### config.mk
export PLATFORM = sky130hd
export DESIGN_NAME = code_word_rx
export DESIGN_NICKNAME = d
export VERILOG_FILES = /design/src/rtl/code_word_pkg.sv /design/src/rtl/code_word_decode.sv /design/src/rtl/code_word_rx.sv
export SDC_FILE = /design/constraint.sdc
export NUM_CORES = 1
export LEC_CHECK = 0
export CAP_MARGIN = 20
export CORE_ASPECT_RATIO = 0.6
export CORE_MARGIN = 2
export CORE_UTILIZATION = 51
export CTS_CLUSTER_SIZE = 16
export DETAILED_ROUTE_END_ITERATION = 8
export PLACE_DENSITY = 0.76
export SETUP_SLACK_MARGIN = 0.4
export SYNTH_ARGS = -nofsm -noshare
export SYNTH_HDL_FRONTEND = slang
export SYNTH_SLANG_ARGS = --single-unit
### constraint.sdc
create_clock -name clk -period 2.7 [get_ports clk]
set_clock_uncertainty 0.15 [all_clocks]
set_input_delay 0.405 -clock clk [delete_from_list [all_inputs] [get_ports clk]]
set_output_delay 0.405 -clock clk [all_outputs]
set_load 0.03 [all_outputs]
### src/rtl/code_word_pkg.sv
// Shared constants, state encodings and the nibble-to-code encoder
// used by the serial code word receiver.
package code_word_pkg;

   localparam int CODE_W = 5;
   localparam int NIB_W  = 4;

   typedef enum logic {
      IDLE,
      SHIFT
   } rx_state_e;

   typedef enum logic {
      LOW,
      HIGH
   } phase_e;

   // Same equations as the combinational nibble encoder; bit 0 is out1.
   function automatic logic [CODE_W-1:0] encode(input logic [NIB_W-1:0] nib);
      logic i1, i2, i3, i4;
      logic [CODE_W-1:0] code;
      i1 = nib[0];
      i2 = nib[1];
      i3 = nib[2];
      i4 = nib[3];
      code[0] = (i2 & i3) | i1;
      code[1] = (~i3 & ~i1) | (~i2 & ~i1) | (i1 & i2 & i3);
      code[2] = i2 ^ i3;
      code[3] = ~i3;
      code[4] = i4;
      return code;
   endfunction

endpackage

### src/rtl/code_word_decode.sv
// Combinational inverse of the nibble encoder; a word is valid only
// when re-encoding the decoded nibble reproduces it exactly.
module code_word_decode
   import code_word_pkg::*;
(
   input  logic [CODE_W-1:0] code,
   output logic [NIB_W-1:0]  nibble,
   output logic              valid
);

   logic in1, in2, in3, in4;

   // out1 only carries in1 when in2&in3 is false; otherwise out2 does.
   always_comb begin
      in3 = ~code[3];
      in4 = code[4];
      in2 = code[2] ^ in3;
      in1 = (in2 & in3) ? code[1] : code[0];
   end

   assign nibble = {in4, in3, in2, in1};
   assign valid  = (encode(nibble) == code);

endmodule

### src/rtl/code_word_rx.sv
// Serial code word receiver: shifts in 5-bit words, decodes them to
// nibbles, pairs nibbles into bytes and offers them on valid/ready.
module code_word_rx
   import code_word_pkg::*;
(
   input  logic       clk,
   input  logic       reset_n,
   input  logic       code_bit,
   input  logic       code_en,
   input  logic       code_start,
   output logic [7:0] byte_data,
   output logic       byte_valid,
   input  logic       byte_ready,
   output logic       code_err,
   output logic       overrun,
   input  logic       clear_flags
);

   rx_state_e         state;
   phase_e            phase;
   logic [CODE_W-2:0] sr;
   logic [2:0]        cnt;
   logic [NIB_W-1:0]  low_nib;

   logic [CODE_W-1:0] word;
   logic [NIB_W-1:0]  dec_nib;
   logic              dec_valid;

   logic word_done;
   logic byte_formed;
   logic handshake;
   logic load_byte;
   logic err_set;
   logic ovr_set;

   // The completing bit is decoded straight off the input pin.
   assign word = {code_bit, sr};

   code_word_decode u_decode (
      .code   (word),
      .nibble (dec_nib),
      .valid  (dec_valid)
   );

   always_comb begin
      word_done   = (state == SHIFT) && code_en && !code_start &&
                    (cnt == 3'(CODE_W - 1));
      byte_formed = word_done && dec_valid && (phase == HIGH);
      handshake   = byte_valid && byte_ready;
      load_byte   = byte_formed && (!byte_valid || byte_ready);
      err_set     = word_done && !dec_valid;
      ovr_set     = byte_formed && byte_valid && !byte_ready;
   end

   // Bit collection: a start bit always begins a fresh word, even mid-word.
   always_ff @(posedge clk or negedge reset_n) begin
      if (!reset_n) begin
         state <= IDLE;
         sr    <= '0;
         cnt   <= '0;
      end else if (code_en) begin
         if (code_start) begin
            state <= SHIFT;
            sr    <= {code_bit, sr[CODE_W-2:1]};
            cnt   <= 3'd1;
         end else if (state == SHIFT) begin
            if (word_done) begin
               state <= IDLE;
               cnt   <= '0;
            end else begin
               sr  <= {code_bit, sr[CODE_W-2:1]};
               cnt <= cnt + 3'd1;
            end
         end
      end
   end

   // Nibble pairing, output register and sticky flags.
   always_ff @(posedge clk or negedge reset_n) begin
      if (!reset_n) begin
         phase      <= LOW;
         low_nib    <= '0;
         byte_data  <= 8'h00;
         byte_valid <= 1'b0;
         code_err   <= 1'b0;
         overrun    <= 1'b0;
      end else begin
         if (word_done) begin
            if (!dec_valid) begin
               phase <= LOW;
            end else if (phase == LOW) begin
               low_nib <= dec_nib;
               phase   <= HIGH;
            end else begin
               phase <= LOW;
            end
         end

         if (load_byte) begin
            byte_data  <= {dec_nib, low_nib};
            byte_valid <= 1'b1;
         end else if (handshake) begin
            byte_valid <= 1'b0;
         end

         if (clear_flags) begin
            code_err <= 1'b0;
            overrun  <= 1'b0;
         end else begin
            if (err_set) code_err <= 1'b1;
            if (ovr_set) overrun <= 1'b1;
         end
      end
   end

endmodule

Fig. 1: run 1, where the registers sit
Scale bar: 20 µm. Other sequential cells in the stronger gray, the rest of the logic in the fainter gray.
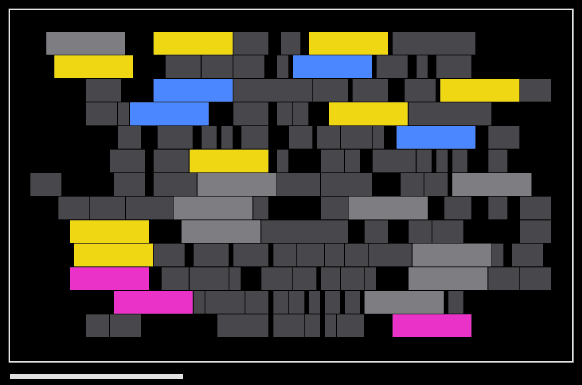
`byte_data` -> yellow  # placed flops 8
`low_nib` -> blue  # placed flops 4
`cnt` -> magenta  # placed flops 3
not colored = 9

Fig. 2: run 1, I/O pins on the die edge
Pins as bars across the die edge, other pins in gray.
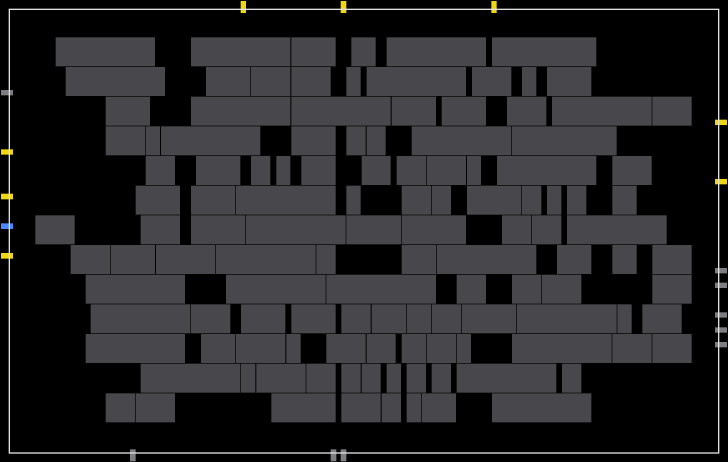
`code_bit` -> blue  # pins 1, direction input, edge left
`byte_data` -> yellow  # pins 8, direction output, edge 3 top, 3 left, 2 right

Fig. 3: run 1, selected gate families
Scale bar: 20 µm.
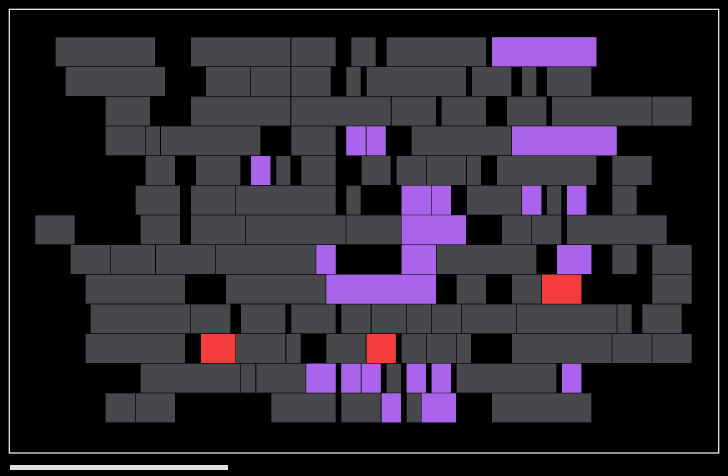
AND-OR and OR-AND gates -> red  # cells 3
inverting AOI/OAI gates -> purple  # cells 22, most used o21ai_0

==> flow_summary.ini, run 1 <==
; flow metrics
[power_and_ir_drop]
pwr.group.clock_uw = 234
leakage_uw = 0.000700
power_per_cell_area_mw_per_mm2 = 610
p_seq_uw = 420
largestPowerGroup = registers
power.switching_uw = 292
final_power_uw = 934

[layout]
clockNetworkAreaShare_pct = 3.60
antennaDiodeCount = 0
area_dominant_class = sequential cells
combinational_gates = 58
num-nonclk-inverters = 9
design.final.nets = 133
nonClkBufAreaFrac_pct = 16.0
nNonClkBuffers = 27

[routing]
vias = 815
routed-wl-met2_um = 1090
initialDrtViolationCount = 41
dr.pass1.iters = 4
met3WireLength_um = 100
drc = 0

[yosys]
synthXorXnorAreaFrac_pct = 1.54
synth_area_leader_cell = dfrtp_1
syn-num-nets = 102
synth.logic.top_family = AND-OR/OR-AND gates
synth_area_mm2 = 0.00114
ys_warn_count = 0
top_cell_area_share_pct = 52.9
synth-edff-count = 0
synth.distinct_cells = 28
yosysSeqAreaShare_pct = 52.9
most_used_dff_post_synth = dfrtp_1
post_synth_inst_count = 92

[clock_network]
clk_transition_reported_paths_ps = 80
cts_max_level = 1
cts-resized-gates = 4
ctsRootBufferMaster = clkbuf_8

[global_route]
grt_first_pass_wirelength_um = 3620
pin_count_of_the_biggest_net_entering_global_routing = 25
total_global_routing_track_utilization_pct = 19.8
met2_usage_pct = 30.2
globalRouteOverflowTotal = 0
grt_util_met3_pct = 7.58
gr-max-usage-layer = met2
met1_track_demand_over_resource_in_global_routing_pct = 26.1

[setup_path]
cpLargestDelayFamily = AND-OR/OR-AND gates
reg2reg_to = byte_data[3]
crit_path_start_kind = register
worst-path-stages = 6
critical_path.startpoint = sr[2]

[timing]
final_setup_violation_count = 0
slew_of_the_pin_with_the_lowest_slew_margin_ps = 487
maximum_frequency_from_static_timing_analysis_mhz = 449
rsz0062_at_grt = no
slew_headroom_pct = 67.4
drv_slew = 0
final_critical_path_setup_slack_ps = 472
layout_min_cycle_time_ps = 2230
period_used_pct = 82.5

[outcome]
outcome = finished, final reports clean

[place]
detailedPlacementHpwl_um = 1550
dpl_worst_slack_ps = 166

[floorplan]
core.rowCount = 13
core_area_mm2 = 0.00213
Fig. 4: run 1, clock nets
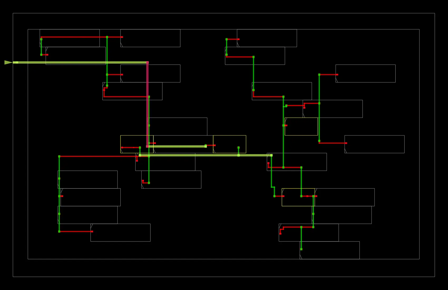

==> inputs of run 2 (changes only) <==
Clock period 2.7 ns to 2.1 ns, I/O delays scaled along.
Fig. 5: run 2, clock nets
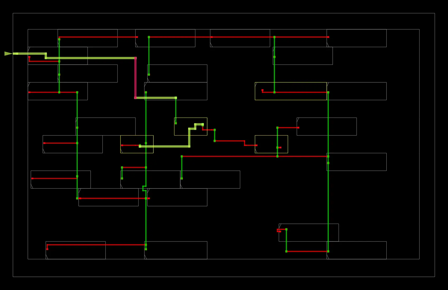
number of sequential storage elements: 24
# clk buffers: 3

Fig. 6: run 2, selected gate families
Scale bar: 20 µm.
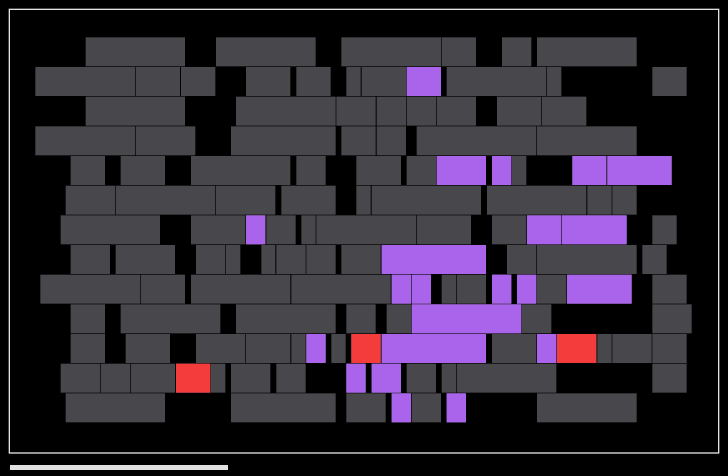
AND-OR and OR-AND gates -> red  # cells 3
inverting AOI/OAI gates -> purple  # cells 22, most used o21ai_0

==> flow_summary.ini, run 2 <==
; flow metrics
[yosys]
synth.distinct_cells = 28
yosysSeqAreaShare_pct = 52.9
post_synth_inst_count = 92
post_synth_mux_area_share_pct = 15.5
synthXorXnorAreaFrac_pct = 1.54
synth_area_mm2 = 0.00114
ys_warn_count = 0
yosys.cell_count.top_type = dfrtp_1
synth.logic.top_family = AND-OR/OR-AND gates
most_used_dff_post_synth = dfrtp_1
synth-cells-yosys = 92
synth_area_leader_cell = dfrtp_1
syn-num-nets = 102

[routing]
initialDrtViolationCount = 58
vias = 835
dr.pass1.iters = 4
met3WireLength_um = 71
drc = 0

[global_route]
total_global_routing_track_utilization_pct = 21.4
grt_first_pass_wirelength_um = 4020
gr-max-usage-layer = met2
pin_count_of_the_biggest_net_entering_global_routing = 25
grt_util_met3_pct = 5.06
met1_track_demand_over_resource_in_global_routing_pct = 28.7
globalRouteOverflowTotal = 0
met2_usage_pct = 37.1

[setup_path]
critical_path.startpoint = sr[3]
worst-path-stages = 6
cpLargestDelayFamily = flip-flops
crit_path_start_kind = register
reg2reg_to = byte_data[2]

[timing]
drv_slew = 0
period_used_pct = 102
layout_min_cycle_time_ps = 2140
slew_of_the_pin_with_the_lowest_slew_margin_ps = 418
rsz0062_at_grt = yes
slew_headroom_pct = 71.9
final_critical_path_setup_slack_ps = -42.8
final_setup_violation_count = 9

[clock_network]
cts-resized-gates = 17
clk_transition_reported_paths_ps = 90
ctsRootBufferMaster = clkbuf_8
cts_max_level = 1

[layout]
combinational_gates = 58
nonClkBufAreaFrac_pct = 18.4
area.combinational_um2 = 617
largest_register_ff_count = 8
nNonClkBuffers = 36
area_dominant_class = combinational gates
clockNetworkAreaShare_pct = 4.27
num-nonclk-inverters = 9

[floorplan]
core_area_mm2 = 0.00213
core.rowCount = 13

[power_and_ir_drop]
leakage_uw = 0.000821
pwr.group.clock_uw = 407
p_seq_uw = 541
power_per_cell_area_mw_per_mm2 = 835
largestPowerGroup = registers
power.switching_uw = 427

[outcome]
violated_checks = setup timing
outcome = finished with violations

[place]
place_congestion = 0.788
detailedPlacementHpwl_um = 1710
